$ cat config.mk
export PLATFORM = sky130hd
export DESIGN_NAME = dsp_add_arbiter_flat
export DESIGN_NICKNAME = d
export VERILOG_FILES = /design/src/rtl/dsp_add_arbiter_if.sv /design/src/rtl/dsp_add_arbiter.sv /design/src/flat_wrapper.sv
export SDC_FILE = /design/constraint.sdc
export NUM_CORES = 1
export LEC_CHECK = 0
export ABC_AREA = 1
export ABC_CLOCK_PERIOD_IN_PS = 9150
export CAP_MARGIN = 0
export CORE_AREA = 2 2 155 157
export CTS_BUF_LIST = sky130_fd_sc_hd__clkbuf_8 sky130_fd_sc_hd__clkbuf_16
export DETAILED_ROUTE_END_ITERATION = 12
export DIE_AREA = 0 0 157 159
export PLACE_DENSITY_LB_ADDON = 0.2
export SLEW_MARGIN = 20
export SYNTH_ARGS = -nofsm -noshare
export SYNTH_HDL_FRONTEND = slang
export SYNTH_SLANG_ARGS = --single-unit
$ cat constraint.sdc
create_clock -name clk -period 9.15 [get_ports clk]
set_input_delay 1.3725 -clock clk [delete_from_list [all_inputs] [get_ports clk]]
set_output_delay 1.3725 -clock clk [all_outputs]
set_load 0.01 [all_outputs]
$ cat src/rtl/dsp_add_arbiter_if.sv
// Request/response bundle between the sail-core requesters and the shared adder arbiter.
// Requester i packs its operands into bits [32i+31:32i] of req_a/req_b.
interface dsp_add_arbiter_if #(
   parameter int NUM_REQ = 4,
   parameter int ID_W    = 2
);
   logic [NUM_REQ-1:0]    req_valid;
   logic [NUM_REQ*32-1:0] req_a;
   logic [NUM_REQ*32-1:0] req_b;
   logic [NUM_REQ-1:0]    req_ready;
   logic                  rsp_valid;
   logic                  rsp_ready;
   logic [31:0]           rsp_data;
   logic [ID_W-1:0]       rsp_id;

   modport master (
      output req_valid, req_a, req_b, rsp_ready,
      input  req_ready, rsp_valid, rsp_data, rsp_id
   );

   modport slave (
      input  req_valid, req_a, req_b, rsp_ready,
      output req_ready, rsp_valid, rsp_data, rsp_id
   );
endinterface

$ cat src/rtl/dsp_add_arbiter.sv
// Round-robin arbiter sharing one external 32-bit DSP adder between NUM_REQ requesters.
// One operation in flight at a time: IDLE -> CALC (ADD_LATENCY cycles) -> RESP.
module dsp_add_arbiter #(
   parameter int NUM_REQ     = 4,
   parameter int ID_W        = 2,
   parameter int ADD_LATENCY = 1
) (
   input  logic                    clk,
   input  logic                    reset,
   dsp_add_arbiter_if.slave        bus,
   output logic                    busy,
   output logic [31:0]             add_a,
   output logic [31:0]             add_b,
   input  logic [31:0]             add_sum
);
   localparam int CNT_W = 2;

   typedef enum logic [1:0] {IDLE, CALC, RESP} state_t;

   state_t           state;
   logic [ID_W-1:0]  rr_ptr;
   logic [CNT_W-1:0] lat_cnt;

   logic             gnt_found;
   logic [ID_W-1:0]  gnt_idx;
   logic [31:0]      gnt_a;
   logic [31:0]      gnt_b;

   // Search order starts at rr_ptr and wraps; the first valid requester wins.
   always_comb begin
      gnt_found = 1'b0;
      gnt_idx   = '0;
      for (int k = 0; k < NUM_REQ; k++) begin
         for (int i = 0; i < NUM_REQ; i++) begin
            if (!gnt_found && bus.req_valid[i] && (i == (int'(rr_ptr) + k) % NUM_REQ)) begin
               gnt_found = 1'b1;
               gnt_idx   = ID_W'(i);
            end
         end
      end
      gnt_a = '0;
      gnt_b = '0;
      for (int i = 0; i < NUM_REQ; i++) begin
         if (gnt_idx == ID_W'(i)) begin
            gnt_a = bus.req_a[32*i +: 32];
            gnt_b = bus.req_b[32*i +: 32];
         end
      end
   end

   // Grant is visible only while IDLE and never while reset is held.
   always_comb begin
      bus.req_ready = '0;
      if (state == IDLE && gnt_found && !reset)
         bus.req_ready = NUM_REQ'(1) << gnt_idx;
   end

   always_ff @(posedge clk or posedge reset) begin
      if (reset) begin
         state         <= IDLE;
         rr_ptr        <= '0;
         lat_cnt       <= '0;
         add_a         <= '0;
         add_b         <= '0;
         bus.rsp_data  <= '0;
         bus.rsp_id    <= '0;
         bus.rsp_valid <= 1'b0;
         busy          <= 1'b0;
      end else begin
         case (state)
            // operand stage: granted operands registered onto the adder inputs
            IDLE: begin
               if (gnt_found) begin
                  add_a      <= gnt_a;
                  add_b      <= gnt_b;
                  bus.rsp_id <= gnt_idx;
                  lat_cnt    <= CNT_W'(ADD_LATENCY - 1);
                  busy       <= 1'b1;
                  state      <= CALC;
               end
            end
            // adder stage: operands held until the sum has settled
            CALC: begin
               if (lat_cnt != '0) begin
                  lat_cnt <= lat_cnt - 1'b1;
               end else begin
                  bus.rsp_data  <= add_sum;
                  bus.rsp_valid <= 1'b1;
                  state         <= RESP;
               end
            end
            // response stage: pointer advances past the owner only once the result is taken
            RESP: begin
               if (bus.rsp_ready) begin
                  bus.rsp_valid <= 1'b0;
                  rr_ptr        <= (bus.rsp_id == ID_W'(NUM_REQ - 1)) ? '0 : bus.rsp_id + 1'b1;
                  busy          <= 1'b0;
                  state         <= IDLE;
               end
            end
            default: state <= IDLE;
         endcase
      end
   end
endmodule

$ cat src/flat_wrapper.sv
// flat-port wrapper written by rule: the top's interface ports become plain ports
module dsp_add_arbiter_flat 
#(
   parameter int NUM_REQ     = 4,
   parameter int ID_W        = 2,
   parameter int ADD_LATENCY = 1
)
  (clk, reset, busy, add_a, add_b, add_sum, bus_req_valid, bus_req_a, bus_req_b, bus_rsp_ready, bus_req_ready, bus_rsp_valid, bus_rsp_data, bus_rsp_id);
  dsp_add_arbiter_if #(.NUM_REQ(NUM_REQ), .ID_W(ID_W)) bus_i ();
  input  logic clk;
  input  logic reset;
  output logic busy;
  output logic [31:0] add_a;
  output logic [31:0] add_b;
  input  logic [31:0] add_sum;
  input wire logic [$bits(bus_i.req_valid)-1:0] bus_req_valid;
  input wire logic [$bits(bus_i.req_a)-1:0] bus_req_a;
  input wire logic [$bits(bus_i.req_b)-1:0] bus_req_b;
  input wire logic [$bits(bus_i.rsp_ready)-1:0] bus_rsp_ready;
  output wire logic [$bits(bus_i.req_ready)-1:0] bus_req_ready;
  output wire logic [$bits(bus_i.rsp_valid)-1:0] bus_rsp_valid;
  output wire logic [$bits(bus_i.rsp_data)-1:0] bus_rsp_data;
  output wire logic [$bits(bus_i.rsp_id)-1:0] bus_rsp_id;
  assign bus_i.req_valid = bus_req_valid;
  assign bus_i.req_a = bus_req_a;
  assign bus_i.req_b = bus_req_b;
  assign bus_i.rsp_ready = bus_rsp_ready;
  assign bus_req_ready = bus_i.req_ready;
  assign bus_rsp_valid = bus_i.rsp_valid;
  assign bus_rsp_data = bus_i.rsp_data;
  assign bus_rsp_id = bus_i.rsp_id;
  dsp_add_arbiter #(.NUM_REQ(NUM_REQ), .ID_W(ID_W), .ADD_LATENCY(ADD_LATENCY)) u_core (.clk(clk), .reset(reset), .bus(bus_i), .busy(busy), .add_a(add_a), .add_b(add_b), .add_sum(add_sum));
endmodule
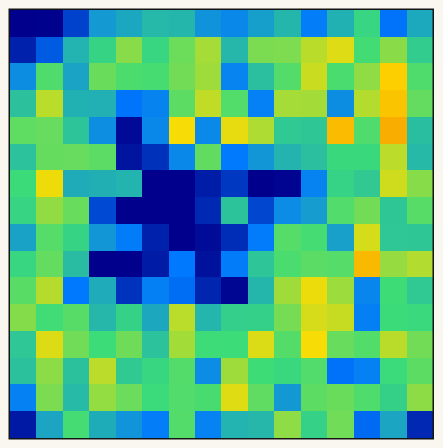
*Cell density map, run 1*
The die is cut into 16 by 16 equal tiles; dark blue is low, red is high, 0 to 100% covered.
nearly empty tiles: 5.1%
mean over tiles: 43%
fullest tile: 80%
emptiest ninth of the die: centre
Final Util: 0.4810
core footprint: 23190 um^2

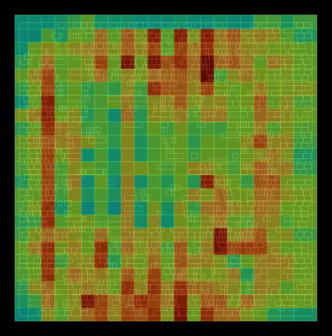
*Routing congestion map, run 1*
grt met2 use: 0.3704
Avg WL per Cell: 16.99 um

==> qor.yml, run 1 <==
status: "finished, final reports clean"
pin_count: 399
crit_chain: "clkdlybuf4s50_1 -> nand3_1 -> nand2_1 -> nor2_2 -> nand4_2 -> nor2_1 -> nand4_1 -> nor2_1 -> nor2_1 -> nand2_2 -> inv_2 -> buf_4 -> nand2_2 -> nand2_4 -> nor2_1 -> clkdlybuf4s50_1"
syn_area_um2: 6750
worstSetupEndpoint: "bus_req_ready[3]"
first_pass_iters: 5
fp-row-count: 56
ys_types: 26
grt_max_degree: 101
crit_start: "bus_req_valid[3]"
ff_type: "dfrtp_1"
fp-utilization: 0.2911
yosys_cells: 963
leakage_nw: 5.211
htree_levels: 3
ys_seq_frac: 0.3930
finalMaxSlewViolations: 0
edf_count: 0
mux_share: 0.05338
clock_sinks: 106
antenna_found_initial: 2
reg.largest.list: "u_core.add_a: 32 flops, u_core.add_b: 32 flops, u_core.bus.rsp_data: 32 flops"
common_cells: "303 x nand2_1, 106 x dfrtp_1, 101 x nand4_1, 96 x inv_1, 81 x nand3_1"
synthAdderAreaFrac: 0.003707
ys_ff: 106
ir_worst_vdd_uv: 341.9
async_reset_ff_frac: 1.000
yosysTopAreaCell: "dfrtp_1"
worst-r2r-cell-count: 17
ys_area_um2: 6750
layout_min_cycle_time_ns: 7.370
max-cap-violations: 0
ys_sh_simple: 0.3576
numPortBuffers: 398
vias_per_cell: 4.797
topCellsByArea: "dfrtp_1 39%, nand2_1 17%, nand4_1 9.4%"
postCtsHoldBufs: 0
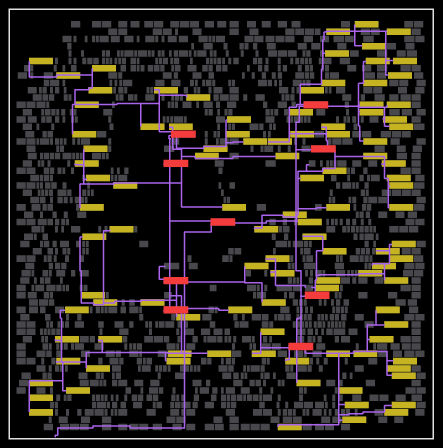
*Clock distribution, run 1*
legend:
  yellow:
    item: flip-flops
    count: 106
  red:
    item: clock-net drivers
    count: 9
  purple:
    item: clock wires
    length: 1700 um
routed clock nets: 10
flops lie: spread over the die
Power Clock: 0.391 mW
skew final: 0.01107 ns
clock network power share: 0.097

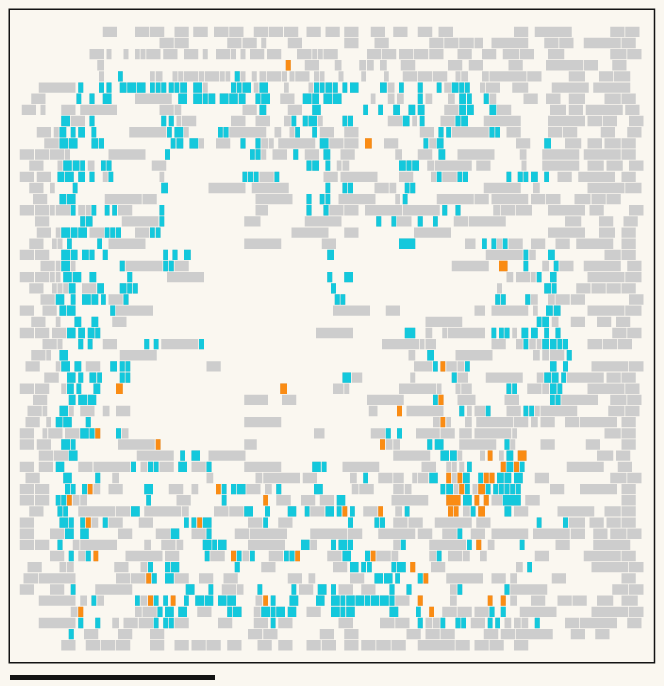
*Gate-type map, run 1*
Scale bar: 50 um.
legend:
  cyan:
    family: nand cells
    cells: 488
    where: spread over the die
  orange:
    family: nor cells
    cells: 52

==> run 1: metal layers <==
layer | up-vias | share of wire | track usage
li1 | 3867 | - | -
met1 | 3597 | 0.41 | 0.2646
met2 | 329 | 0.48 | 0.3704
met3 | 40 | 0.082 | 0.04981
met4 | 0 | 0.027 | 0.08215
met5 | - | 0 | 0
==> run 1: area by class of cell <==
cell class / instances / area (um^2)
flip-flops and latches: 106 / 2653
repair buffers: 408 / 4059
diodes: 2 / 5.005
inverters: 100 / 377.9
clock inverters: 7 / 65.06
fillers: 2278 / 12040
multi-input cells: 682 / 3372
clock buffers: 9 / 225.2
well taps: 319 / 399.1
==> run 1: cell families after synthesis <==
kind of cell,Yosys count
buffers and inverters,175
DFF,106
AOI/OAI and AO/OA,108
adders and majority gates,2
muxes,32
and+or+nand+nor,540
==> run 1: power breakdown <==
| part | switching, mW | internal, mW |
|---|---|---|
| combinational | 1.65 | 1.14 |
| sequential | 0.128 | 0.718 |
| clock | 0.201 | 0.191 |
==> run 1: worst min-delay path, delay by kind of cell, from the launching register on <==
kind          cells  cell delay, ns
flops             1            0.35
simple gates      2            0.10
==> run 1: stage by stage <==
| step | utilization | hold WS (ns) | worst slack (ns) | power, mW | instance area (um^2) |
|---|---|---|---|---|---|
| 2_1_floorplan | - | 0.5075 | 3.454 | 2.639 | 6750 |
| 3_3_place_gp | 0.4683 | 0.4573 | 1.965 | 3.621 | 10860 |
| 3_5_place_dp | 0.4683 | 0.4648 | 1.853 | 3.669 | 10860 |
| 4_1_cts | 0.4808 | 0.4856 | 1.822 | 4.075 | 11150 |
| 5_1_grt | 0.4810 | 0.5078 | 1.435 | 4.446 | 11160 |
| 6_report | 0.4810 | 0.4779 | 1.780 | 4.024 | 11160 |
### Metal layers overlaid, run 1

Scale bar: 50 um.
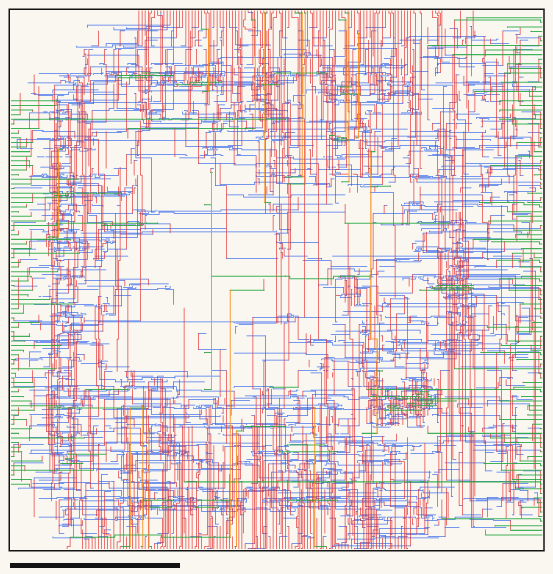

==> run 2, diff against run 1 <==
--- a/config.mk
+++ b/config.mk
@@ -6,12 +6,12 @@
 export NUM_CORES = 1
 export LEC_CHECK = 0
 export ABC_AREA = 1
-export ABC_CLOCK_PERIOD_IN_PS = 9150
+export ABC_CLOCK_PERIOD_IN_PS = 7100
 export CAP_MARGIN = 0
-export CORE_AREA = 2 2 155 157
+export CORE_AREA = 2 2 156 158
 export CTS_BUF_LIST = sky130_fd_sc_hd__clkbuf_8 sky130_fd_sc_hd__clkbuf_16
 export DETAILED_ROUTE_END_ITERATION = 12
-export DIE_AREA = 0 0 157 159
+export DIE_AREA = 0 0 158 160
 export PLACE_DENSITY_LB_ADDON = 0.2
 export SLEW_MARGIN = 20
 export SYNTH_ARGS = -nofsm -noshare
==> constraint.sdc (replaced) <==
create_clock -name clk -period 7.1 [get_ports clk]
set_input_delay 1.065 -clock clk [delete_from_list [all_inputs] [get_ports clk]]
set_output_delay 1.065 -clock clk [all_outputs]
set_load 0.01 [all_outputs]
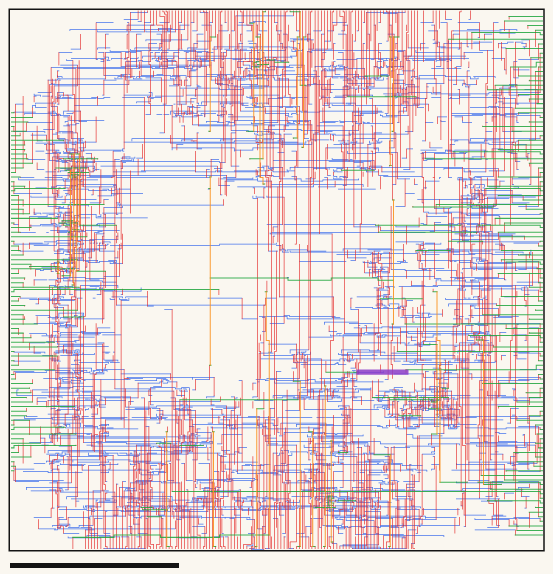
*Metal layers overlaid, run 2*
Scale bar: 50 um.
legend:
  green:
    layer: M3
    wire_length: 2240 um
  purple:
    layer: M5
    wire_length: 13.8 um
  red:
    layer: M2
    wire_length: 13100 um
  orange:
    layer: M4
    wire_length: 1010 um
  blue:
    layer: M1
    wire_length: 11500 um
drt total wl: 27800 um
total number of vias: 7802

==> qor.yml, run 2 <==
final_core_util: 0.4699
skew_ns: 0.01035
yosys_cells: 963
fillers: 2446
fp-row-count: 57
htree_levels: 3
num_antenna_cells: 0
edf_count: 0
grt_max_degree: 95
dpl_cell_area_um2: 10900
numCtsBuffers: 9
ys_types: 26
common_cells: "303 x nand2_1, 106 x dfrtp_1, 101 x nand4_1, 96 x inv_1, 81 x nand3_1"
syn_area_um2: 6750
hold_class: "reg -> reg"
drtAntennaViolNets: 0
clock_sinks: 106
core_area_um2: 23820
cp.required_ns: 6.03
pin_count: 399
final_area_um2: 11190
leakage_nw: 5.228
fin_ws_ns: 1.705
ys_seq_frac: 0.3930
vias_per_cell: 4.757
fp-utilization: 0.2834
first_pass_iters: 6
antenna_found_initial: 1
grt_usage: 0.2159
post_cts_buffers: 0
finalMaxSlewViolations: 0
async_reset_ff_frac: 1.000
max-cap-violations: 0
reg.largest.list: "u_core.add_a: 32 flops, u_core.add_b: 32 flops, u_core.bus.rsp_data: 32 flops"
numPortBuffers: 398
ys_area_um2: 6750
total_power_mw: 5.227
crit_chain: "clkdlybuf4s50_1 -> nand3_1 -> nand2_1 -> nor2_2 -> nand4_2 -> nor2_1 -> nand4_1 -> nor2_1 -> nand3_1 -> nand2_1 -> buf_4 -> inv_2 -> buf_4 -> nor3_1 -> clkdlybuf4s50_1"
status: "finished, final reports clean"
ys_ff: 106
hold_slack_ns: 0.4726
post-place-ws_ns: 1.714
layout_min_cycle_time_ns: 5.395
ir_worst_vdd_uv: 302.2
top_cell_area_share: 0.3930
gr-total-overflow: 0
wl_per_cell_um: 16.95
insertion_delay_ns: 0.35
yosysTopAreaCell: "dfrtp_1"
ff_type: "dfrtp_1"
## run 2: worst paths after layout
kind / start / to / slack (ns) / cells past startpoint
max: bus_req_valid[3] / bus_req_ready[1] / 1.71 / 15
min: u_core.bus.rsp_valid / u_core.bus.rsp_valid / 0.47 / 2
max reg2reg: u_core.rr_ptr[0] / u_core.add_a[16] / 3.70 / 19
min reg2reg: u_core.bus.rsp_valid / u_core.bus.rsp_valid / 0.47 / 2
max in group asynchronous: reset / u_core.add_a[16] / 4.66 / 3
min in group asynchronous: reset / u_core.bus.rsp_data[9] / 1.11 / 2
## run 2: layout make-up
cell class              instances  area (um^2)  area share
repair buffers                412         4089      0.3653
multi-input cells             682         3372      0.3013
flip-flops and latches        106         2653      0.2370
well taps                     324        405.4     0.03622
inverters                     100        377.9     0.03376
clock buffers                   9        225.2     0.02012
clock inverters                 7        70.07    0.006260
## run 2: layer usage
layer / routed length, um / up-vias / GRT usage
li1: - / 3879 / -
met1: 11460 / 3522 / 0.2689
met2: 13080 / 338 / 0.3583
met3: 2237 / 61 / 0.04776
met4: 1009 / 2 / 0.09091
met5: 13 / - / 0
## run 2: power by group
| group | switching (mW) | internal [mW] |
|---|---|---|
| Clock | 0.261 | 0.248 |
| Combinational | 2.15 | 1.48 |
| Sequential | 0.163 | 0.926 |
| Total | 2.57 | 2.66 |
## run 2: cells by family after synthesis
family / Yosys count / share of synthesized area
adder cells (fa/ha/maj): 2 / 0.003707
flip-flops: 106 / 0.3930
AND/OR/NAND/NOR: 540 / 0.3576
buffers and inverters: 175 / 0.1105
multiplexers: 32 / 0.05338
AND-OR/OR-AND: 108 / 0.08193
Power and IR drop assume default switching activity.
